### Cell classes on the final placement, run 1

The bar under the picture is 20 µm long.
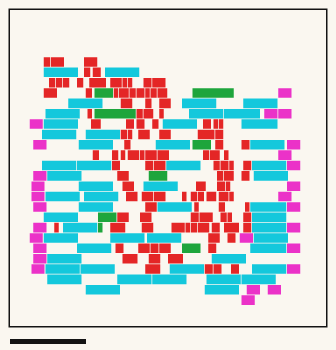
### Wires at chosen ports, followed through buffers, run 1

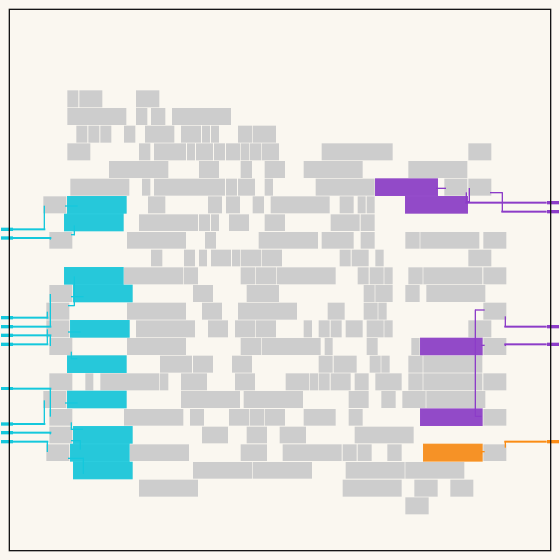
### Wiring heat map, run 1

The bar under the picture is 20 µm long. 17 x 17 tiles, from dark purple (low) to yellow (high), scaled to the fullest tile. Values are wire area over tile area, all layers added.
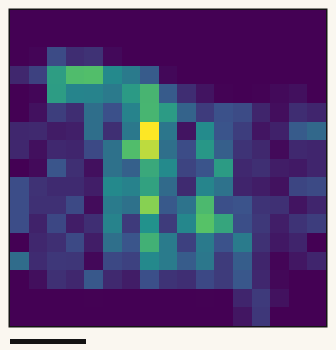
--- src/rtl/tenkey_debounce.sv ---
// Ten-key keypad front end: two-flop synchronizer, debounce FSM and
// registered one-cycle accepted-key / multi-key pulses.
module tenkey_debounce #(
    parameter int unsigned DB_CYCLES = 4
) (
    input  logic       clk,
    input  logic       reset,
    input  logic [9:0] sw_raw,
    output logic [9:0] tenkey,
    output logic       key_valid,
    output logic [3:0] key_code,
    output logic       multi_err
);

    typedef enum logic [1:0] {
        IDLE,
        DEBOUNCE,
        HELD,
        RELEASE
    } state_t;

    localparam logic [3:0] DB = 4'(DB_CYCLES);

    state_t     state, state_n;
    logic [9:0] sync1, sync;
    logic [9:0] samp, samp_n;
    logic [3:0] cnt, cnt_n, cnt_inc;
    logic [9:0] tenkey_n;
    logic       key_valid_n;
    logic [3:0] key_code_n;
    logic       multi_err_n;
    logic       samp_onehot;

    function automatic logic [3:0] encode(input logic [9:0] v);
        logic [3:0] idx;
        idx = 4'hF;
        for (int unsigned i = 0; i < 10; i++) begin
            if (v[i]) idx = 4'(i);
        end
        return idx;
    endfunction

    always_ff @(posedge clk or posedge reset) begin
        if (reset) begin
            sync1 <= '0;
            sync  <= '0;
        end else begin
            sync1 <= sw_raw;
            sync  <= sync1;
        end
    end

    // Counter saturates so a long-held pattern can never wrap back below DB.
    assign cnt_inc     = (cnt == 4'hF) ? cnt : cnt + 4'd1;
    assign samp_onehot = (samp != '0) && ((samp & (samp - 10'd1)) == '0);

    always_comb begin
        state_n     = state;
        samp_n      = samp;
        cnt_n       = cnt;
        tenkey_n    = '0;
        key_valid_n = 1'b0;
        key_code_n  = 4'hF;
        multi_err_n = 1'b0;
        case (state)
            IDLE: begin
                if (sync != '0) begin
                    samp_n  = sync;
                    cnt_n   = 4'd1;
                    state_n = DEBOUNCE;
                end
            end
            DEBOUNCE: begin
                if (sync == '0) begin
                    state_n = IDLE;
                end else if (sync != samp) begin
                    samp_n = sync;
                    cnt_n  = 4'd1;
                end else begin
                    cnt_n = cnt_inc;
                    if (cnt_inc >= DB) begin
                        if (samp_onehot) begin
                            tenkey_n    = samp;
                            key_valid_n = 1'b1;
                            key_code_n  = encode(samp);
                        end else begin
                            multi_err_n = 1'b1;
                        end
                        state_n = HELD;
                    end
                end
            end
            HELD: begin
                if (sync == '0) begin
                    cnt_n   = 4'd1;
                    state_n = RELEASE;
                end
            end
            RELEASE: begin
                if (sync != '0) begin
                    state_n = HELD;
                end else begin
                    cnt_n = cnt_inc;
                    if (cnt_inc >= DB) state_n = IDLE;
                end
            end
            default: state_n = IDLE;
        endcase
    end

    always_ff @(posedge clk or posedge reset) begin
        if (reset) begin
            state     <= IDLE;
            samp      <= '0;
            cnt       <= '0;
            tenkey    <= '0;
            key_valid <= 1'b0;
            key_code  <= 4'hF;
            multi_err <= 1'b0;
        end else begin
            state     <= state_n;
            samp      <= samp_n;
            cnt       <= cnt_n;
            tenkey    <= tenkey_n;
            key_valid <= key_valid_n;
            key_code  <= key_code_n;
            multi_err <= multi_err_n;
        end
    end

endmodule

--- config.mk ---
export PLATFORM = sky130hd
export DESIGN_NAME = tenkey_debounce
export DESIGN_NICKNAME = d
export VERILOG_FILES = /design/src/rtl/tenkey_debounce.sv
export SDC_FILE = /design/constraint.sdc
export NUM_CORES = 1
export LEC_CHECK = 0
export ABC_AREA = 0
export CORE_MARGIN = 5
export CORE_UTILIZATION = 40
export DETAILED_ROUTE_END_ITERATION = 10
export PLACE_DENSITY_LB_ADDON = 0.3
export RECOVER_POWER = 50
export SKIP_LAST_GASP = 1
export SYNTH_ARGS = -nofsm -noshare
export SYNTH_HDL_FRONTEND = slang
export SYNTH_SLANG_ARGS = --single-unit
export TNS_END_PERCENT = 5
--- constraint.sdc ---
create_clock -name clk -period 6.7 [get_ports clk]
set_input_delay 1.675 -clock clk [delete_from_list [all_inputs] [get_ports clk]]
set_output_delay 1.675 -clock clk [all_outputs]
set_load 0.005 [all_outputs]
==> results.ini, run 1 <==
[outcome]
status=finished, violations left
violations=max-capacitance violations, max-slew violations

[yosys]
top_cells_by_area=dfrtp_1 (56%), dfstp_2 (4.9%), xor2_1 (4.5%), and2_1 (3.2%), a22o_1 (2.5%)
ys_sh_simple_pct=16.49
flop_cell=dfrtp_1
yosys_cells=177
syn-mean-instance-area_um2=12.05
synthAdderAreaFrac_pct=1.056
synth.area.mux_share_pct=2.582
fp_nets=190
yosys.cell_types.count=43
ys_seq_share_pct=61.27
synth-edff-count=0
syn_area_mm2=0.002132
yosysWarnings=0
yosysTopAreaCell=dfrtp_1

[route]
vias_per_cell=5.092
vias=1390

[sta]
whs_ns=0.3508
slew_headroom_pct=-21.66
setup_violations=0
finalCriticalPeriod_ns=3.449
maxSlewViolCount=53
post-route-period-util_pct=51.47

[layout]
antennaDiodeCount=0
drive_gt1_share_pct=8.867
lay_top_count=dfrtp_1
nets=215

[hold_path]
holdCritPathClass=register to register

[global_routing]
antenna_found_initial=0
grtUsageTotal_pct=10.82
grt_pass1_vias=1282
met2_usage_pct=17.27

[floorplan]
fp-utilization_pct=41.48
die_w_um=83.01

[clocking]
clk_latency_ns=0.30
root_buffer=clkbuf_8
clkSlewWorstSetupHoldPaths_ns=0.09
cts_made_buffers=5
cts_buffer_depth=2

[worst_setup_path]
required_ns=6.77
crit_arrival_ns=3.52
crit_chain=dlygate4sd3_1, inv_1
start_kind=input port
path_max_fanout=52
crit_slowest_cell=inv_1

[power_and_ir_drop]
leakagePower_nw=1.073
powerDensity_mw_per_mm2=236.3
clkPwrFrac_pct=40.6
ir_drop_uv=109.2

[placement]
dp_hpwl_um=2456

[flow_run]
maxCapViolations=1

## Picture notes: 'Cell classes on the final placement'
clock drivers and dummy loads: marked green, cells 8, share of their area 5.3%. all other logic: marked red, cells 116, share of their area 31%. other buffers and delay cells: marked magenta, cells 27, share of their area 11%. flip-flops: marked cyan, cells 52, share of their area 53%.
core footprint: 0.005140 mm²
end-of-flow core utilization: 49.98%
Site Rows: 26
final instance area: 0.002569 mm²

## Picture notes: 'Wires at chosen ports, followed through buffers'
`sw_raw`: marked cyan, bits 10, direction input, end cells 10, wire 104 µm. `key_valid`: marked orange, bits 1, direction output, end cells 1, wire 7.90 µm. `key_code`: marked purple, bits 4, direction output, end cells 4, wire 62.2 µm.
PortBufs: 27
I/O Pins: 28

## Picture notes: 'Wiring heat map'
The fullest tile reaches 0.49. The mean over all tiles is 0.081. 34% of the tiles are nearly empty.
WL per Instance: 12.93 µm
final wirelength: 3531 µm

[run 1: through the flow]
stage / power [mW] / cells / setup slack (ns) / util (%) / cell area [µm²]
finish: 0.6070 / 273 / 3.251 / 49.98 / 2569
global route: 0.6293 / 273 / 2.756 / 49.98 / 2569
CTS: 0.6130 / 273 / 3.688 / 49.98 / 2569
detailed placement: 0.3687 / 265 / 3.754 / 47.40 / 2436
global placement: 0.3681 / 265 / 3.765 / 47.40 / 2436
floorplan: 0.3578 / 177 / 3.774 / - / 2132
[run 1: synth_stat cells, drive strengths merged (5+ instances only)]
cell,instances
dfrtp,48
nor2,12
and2,11
xor2,11
nor3,8
a21oi,7
nor4,7
a22o,6
clkbuf,5
nand2,5
nand3,5
[run 1: sequential cells by signal, indices dropped and copies added, names as in the netlist, named ones only]
name	count
samp	10
tenkey	10
multi_err	1
state	1
sync	10
key_code	4
key_valid	1
cnt	4
sync1	10
[run 1: worst paths after layout]
| kind | startpoint | end | slack [ns] | cells past startpoint |
|---|---|---|---|---|
| worst max-delay path | reset | async pin | 3.25 | 2 |
| worst min-delay path | sync1[1] | sync[1] | 0.35 | 0 |
| worst max register to register | samp[6] | samp[4] | 3.97 | 5 |
| worst min register to register | sync1[1] | sync[1] | 0.35 | 0 |
| max in group clk | key_code[2] | key_code[2] | 3.71 | 1 |
| min in group asynchronous | reset | sync1[3] | 2.40 | 2 |
[run 1: worst reg2reg max path, delay by kind of cell, from the launching register on]
kind	cells	cell delay [ns]
XOR/XNOR	1	0.17
AND/OR/NAND/NOR	2	1.18
multiplexers	1	0.38
flip-flops	1	0.47
AND-OR/OR-AND	1	0.42
[run 1: area by class of cell]
| class | instances | area [µm²] | area share, % |
|---|---|---|---|
| clock buffers | 6 | 72.57 | 2.825 |
| clock inverters | 2 | 60.06 | 2.338 |
| inverters | 4 | 15.01 | 0.5845 |
| multi-input cells | 112 | 757.0 | 29.47 |
| flip-flops and latches | 52 | 1306 | 50.85 |
| well taps | 70 | 87.58 | 3.410 |
| repair buffers | 27 | 270.3 | 10.52 |
[run 1: cells by family (layout without fill, tap and decap cells)]
logic type | count (synthesis) | after routing
multiplexers | 5 | 5
flip-flops | 52 | 52
AND/OR/NAND/NOR | 62 | 62
adder cells (fa/ha/maj) | 2 | 2
AND-OR/OR-AND | 32 | 32
buffers and inverters | 13 | 39
XOR/XNOR | 11 | 11
[run 1: power by group through the flow]
stage | clock (mW) | combinational, mW | sequential (mW)
finish | 0.246 | 0.0267 | 0.334
global route | 0.263 | 0.0307 | 0.336
CTS | 0.250 | 0.0287 | 0.334
detailed placement | 0 | 0.0286 | 0.340
global placement | 0 | 0.0283 | 0.340
floorplan | 0 | 0.0237 | 0.334
[run 1: per-layer routing]
layer | share of wire (%) | vias up
li1 | - | 680
met1 | 46 | 675
met2 | 47 | 31
met3 | 5.9 | 4
met4 | 1.1 | 0
met5 | 0 | -
==> inputs of run 2 (changes only) <==
Clock period 6.7 ns to 2.84 ns, I/O delays scaled along.
### Wiring heat map, run 2

The bar under the picture is 20 µm long. 17 x 17 tiles, from dark purple (low) to yellow (high), scaled to the fullest tile. Values are wire area over tile area, all layers added.
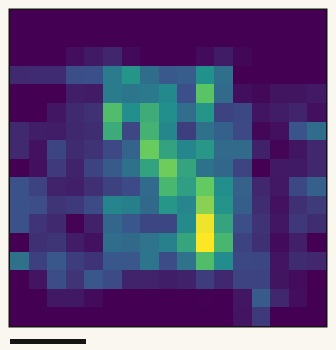
The fullest tile reaches 0.47. 31% of the tiles are nearly empty. 8.7% of the tiles are over half the peak. The emptiest ninth of the die: north-east.

==> run 2 against run 1 <==
Effect of this change:
- the run now ends clean
- synthesized cell count unchanged
- highest routed layer unchanged
- critical path depth up 4
- first-iteration DRC count up 97%
- non-clock buffer count up 6
==> results.ini, run 2 <==
[clocking]
cts_resized=0
cts_max_level=2
clkSlewWorstSetupHoldPaths_ns=0.09
clk_latency_ns=0.30
root_buffer=clkbuf_8
cts_buffer_depth=2
clock-sinks=52
postCtsHoldBufs=0
cts_tree=yes
cts_made_buffers=5
postCtsSetupBuffers=0

[sta]
skew_ns=0.009092
clock.fmax_ghz=0.3905
finalCriticalPeriod_ns=2.561
tightestPinTransition_ns=0.8862
slew_headroom_pct=40.86
setup_tns_ns=0
maxSlewViolCount=0
rsz0062_at_grt=no
whs_ns=0.3529
post-route-period-util_pct=90.18
setup_violations=0

[worst_setup_path]
path_max_fanout=9
slowest_delay_ns=0.60
start_kind=register
crit_arrival_ns=2.80
required_ns=3.08
critPathKind=register to register
crit_chain=or4_4, a2111oi_1, o32ai_1, nor4_2, buf_4, and2_1
crit_slowest_cell=or4_4
worstSetupEndpointType=register

[placement]
dp_hpwl_um=2687
gp_congestion=0.7746
numPortBuffers=27
placed_area_mm2=0.002494

[route]
first_pass_iters=4
ant_nets=0
drc=0
drtIter0Drc=132
wire_per_inst_um=13.19
totalWireLength_um=3681
vias_per_cell=5.050
vias=1409

[yosys]
async_reset_ff_share_pct=100.0
syn_area_mm2=0.002132
synth-edff-count=0
synth_flop_count=52
yosys_cells=177
yosys_area_mm2=0.002132
top_cells_by_count=dfrtp_1 (48), nor2_1 (12), and2_1 (11), xor2_1 (11), nor3_1 (8)
netlist.area_leader.share_pct=56.34
fp_nets=190
top_cells_by_area=dfrtp_1 (56%), dfstp_2 (4.9%), xor2_1 (4.5%), and2_1 (3.2%), a22o_1 (2.5%)
ys_seq_share_pct=61.27
yosys.cell_types.count=43
syn-mean-instance-area_um2=12.05
most_common_cell=dfrtp_1
yosysTopAreaCell=dfrtp_1
flop_cell=dfrtp_1
syn-instance-count=177
yosysWarnings=0

[layout]
area.sequential_mm2=0.001306
comb_area_um2=757.0
final_layout_top_logic_cells=dfrtp_1 (48), clkdlybuf4s50_1 (16), nor2_1 (12)
area_delta_synth_final_pct=20.54
nets=221
drive_gt1_share_pct=11.96
fillers=495
lay_top_count=dfrtp_1
antennaDiodeCount=0

[outcome]
status=complete, no violations

[global_routing]
grt_pass1_vias=1286
antenna_found_initial=0
grtUsageTotal_pct=11.22
grt_max_degree=29
grt_overflow_total=0
grt_pass1_wl_um=6265

[hold_path]
holdCritPathClass=register to register

[power_and_ir_drop]
powerDensity_mw_per_mm2=495.5
leakagePower_nw=1.086
ir_drop_uv=236.1

[floorplan]
fp-row-count=26
fp.coreArea_mm2=0.005140
die_w_um=83.01
dieArea_mm2=0.006890
fp-utilization_pct=41.48
ioPinCount=28
die_y_um=83.01

[flow_run]
maxCapViolations=0
warnings=26

### Cell classes on the final placement, run 2

The bar under the picture is 20 µm long.
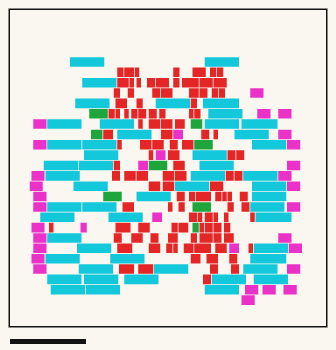
end-of-flow core utilization: 50.00%
final instance area: 0.002570 mm²
flop share of the area: 50.83%

==> run 2: cell count changes in the layout (fill, tap and decap cells not counted) <==
cell       change
buf_4          +5
bufinv_16      -2
and2_0         -1
and2_1         +1
clkbuf_1       -1
clkbuf_2       +1
clkinv_2       +1
clkinv_4       +1
inv_6          +1
or2_0          -1
or2_1          +1
==> run 2: report_power, final <==
part           internal, mW  switching (mW)
sequential            0.762          0.0264
combinational        0.0324          0.0352
clock                 0.177           0.241
total                 0.971           0.302
==> run 2: final timing paths <==
path	depth (start not counted)	start	slack, ns	endpoint
min	0	sync1[9]	0.35	sync[9]
min in group asynchronous	2	reset	1.02	sync1[5]
max in group asynchronous	3	reset	0.64	tenkey[9]
max reg2reg	6	samp[1]	0.28	tenkey[9]
min reg2reg	0	sync1[9]	0.35	sync[9]
max	6	samp[1]	0.28	tenkey[9]
==> run 2: critical path: cells and delay by family (launching register included) <==
kind                   cells  cell delay (ns)
AND-OR/OR-AND              2             0.65
buffers and inverters      1             0.22
flip-flops                 1             0.48
AND/OR/NAND/NOR            3             1.17
==> run 2: logic make-up after synthesis <==
kind of cell | synth area share [%]
adder cells (fa/ha/maj) | 1.056
AND/OR/NAND/NOR | 16.49
XOR/XNOR | 4.519
buffers and inverters | 3.227
flip-flops | 61.27
multiplexers | 2.582
AND-OR/OR-AND | 10.86
==> run 2: final cells by class <==
type	count	share of cell area, %
clock buffers	5	2.678
clock inverters	3	0.8763
inverters	4	0.5842
multi-input cells	112	29.45
flip-flops and latches	52	50.83
well taps	70	3.408
repair buffers	33	12.17
==> run 2: metal layers <==
layer	up-vias	routed length, µm	global-route usage (%)
met2	32	1740	17.27
li1	693	-	-
met4	0	27	3.120
met5	-	0	0
met1	680	1707	15.00
met3	4	206	3.960
==> run 2: per-stage QoR <==
step / std cells / total power, mW / setup WS, ns
floorplan: 177 / 0.8442 / 0.4777
global placement: 271 / 0.8765 / 0.4264
detailed placement: 271 / 0.8772 / 0.3174
CTS: 279 / 1.288 / 0.2867
global route: 279 / 1.330 / 0.09746
finish: 279 / 1.273 / 0.2789
==> inputs of run 3 (changes only) <==
--- a/config.mk
+++ b/config.mk
@@ -10,2 +10,3 @@
 export CORE_UTILIZATION = 40
+export CTS_CLUSTER_DIAMETER = 120
 export DETAILED_ROUTE_END_ITERATION = 10
==> constraint.sdc (replaced) <==
create_clock -name clk -period 2.84 [get_ports clk]
set_input_delay 0.568 -clock clk [delete_from_list [all_inputs] [get_ports clk]]
set_output_delay 0.568 -clock clk [all_outputs]
set_load 0.005 [all_outputs]
### Wires at chosen ports, followed through buffers, run 3

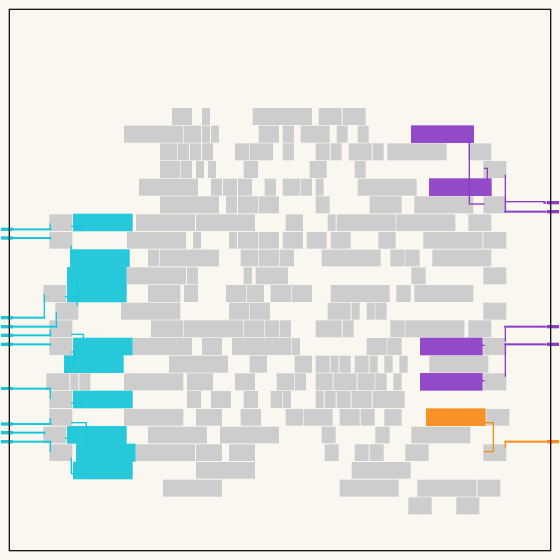
`sw_raw`: marked cyan, bits 10, direction input, end cells 10, wire 99.2 µm. `key_valid`: marked orange, bits 1, direction output, end cells 1, wire 14.2 µm. `key_code`: marked purple, bits 4, direction output, end cells 4, wire 53.3 µm.

==> run 3 against run 2 <==
Effect of this change:
- global-route usage shrank 0.35 points
- non-clock buffer count stayed put
- setup slack lost 0.012 ns
- critical path type unchanged
==> results.ini, run 3 <==
[outcome]
status=complete, no violations

[clocking]
cts_tree=yes
clk_latency_ns=0.30
postCtsHoldBufs=0
cts_made_buffers=5
cts_resized=0
cts_max_level=2
postCtsSetupBuffers=0
cts_buffer_depth=2
root_buffer=clkbuf_8

[placement]
placed_area_mm2=0.002481
gp_congestion=0.7677
dp_slack_ns=0.3337
placed_cells_incl_taps=271
numPortBuffers=27
dp_hpwl_um=2590

[worst_setup_path]
critPathKind=register to register
rrSetupSlack_ns=0.27
worstReg2RegEnd=tenkey[3]
r2r_cells=6
required_ns=3.07
startpoint=samp[1]
r2r-start=samp[1]
start_kind=register
endpoint=tenkey[3]
crit_arrival_ns=2.80

[yosys]
yosysTopAreaCell=dfrtp_1
ys_sh_simple_pct=16.49
syn_area_mm2=0.002132
flop_cell=dfrtp_1
top_cells_by_count=dfrtp_1 (48), nor2_1 (12), and2_1 (11), xor2_1 (11), nor3_1 (8)
yosys.cell_types.count=43
synth-edff-count=0
syn-instance-count=177
fp_nets=190
async_reset_ff_share_pct=100.0
ys_seq_share_pct=61.27
syn-mean-instance-area_um2=12.05
yosys_area_mm2=0.002132
yosysWarnings=0
yosys_cells=177
top_logic_kind=simple AND/OR/NAND/NOR gates
xor_share_pct=4.519
synth.area.mux_share_pct=2.582
most_common_cell=dfrtp_1
top_cells_by_area=dfrtp_1 (56%), dfstp_2 (4.9%), xor2_1 (4.5%), and2_1 (3.2%), a22o_1 (2.5%)

[global_routing]
grt_max_degree=53
grt_pass1_wl_um=6078
grt_pass1_vias=1266
grtUsageTotal_pct=10.87
antenna_found_initial=0

[flow_run]
warnings=26
maxCapViolations=0

[power_and_ir_drop]
p_total_mw=1.260
leakagePower_nw=1.078
ir_drop_uv=387.2
powerDensity_mw_per_mm2=490.4

[route]
ant_nets=0
vias=1382
totalWireLength_um=3539
wire_per_inst_um=12.68
drtIter0Drc=118
drc=0
first_pass_iters=4

[sta]
whs_ns=0.3556
slew_headroom_pct=20.83
finalCriticalPeriod_ns=2.573
setup_violations=0
skew_ns=0.01218
maxSlewViolCount=0
rsz0062_at_grt=no
clock.fmax_ghz=0.3886
setup_tns_ns=0

[floorplan]
fp-utilization_pct=41.48
fp.coreArea_mm2=0.005140
die_y_um=83.01
ioPinCount=28

[layout]
fillers=499
area.sequential_mm2=0.001306
nets=221
antennaDiodeCount=0
area_delta_synth_final_pct=20.48
lay_top_count=dfrtp_1
fin_cells=279
drive_gt1_share_pct=11.96
comb_area_um2=757.0
final_layout_top_logic_cells=dfrtp_1 (48), clkdlybuf4s50_1 (16), nor2_1 (12)

### Cell classes on the final placement, run 3

The bar under the picture is 20 µm long.
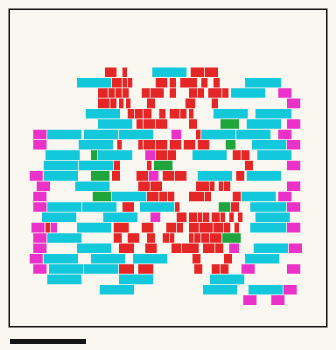
flop share of the area: 50.85%
end-of-flow core utilization: 49.98%
final instance area: 0.002569 mm²

## run 3: cell counts after synthesis
No cell type changed its count.
## run 3: worst max-delay path: stages, from the launching register on
cell and delay [ns]:
dfrtp_1 0.48, or4_4 0.60, a2111oi_1 0.43, o32ai_1 0.19
nor4_2 0.45, buf_4 0.22, and2_1 0.13
## run 3: cell type report
cell class	instances	area share, %
timing repair buffer	33	12.18
clock buffer	5	2.679
sequential	52	50.85
inverter	4	0.5845
clock inverter	3	0.8281
multi-input combinational	112	29.47
tap	70	3.410
## run 3: worst min-delay path by stage
stage,from,end,cells past startpoint
floorplan,sync1[0],sync[0],0
global placement,sync1[5],sync[5],0
detailed placement,sync1[8],sync[8],0
CTS,sync1[8],sync[8],0
global route,sync1[5],sync[5],0
finish,sync1[5],sync[5],0
## run 3: logic make-up after synthesis
group                      count (synthesis)
AOI/OAI and AO/OA                         32
xor gates and xnor gates                  11
adders and majority gates                  2
buffers and inverters                     13
DFF                                       52
muxes                                      5
and+or+nand+nor                           62
## run 3: routing by layer
metal  up-vias  wire [µm]  global-route usage [%]
li1        691          -                       -
met1       641       1636                   14.58
met2        45       1575                   16.55
met3         5        275                   3.366
met4         0         51                   4.012
met5         -          0                       0
## run 3: power breakdown
part | switching, mW | internal (mW) | leakage [nW] | total, mW
sequential | 0.0261 | 0.762 | 0.633 | 0.788
clock | 0.230 | 0.175 | 0.0445 | 0.405
combinational | 0.0343 | 0.0324 | 0.401 | 0.0667
total | 0.291 | 0.969 | 1.08 | 1.26
Power and IR drop assume default switching activity.
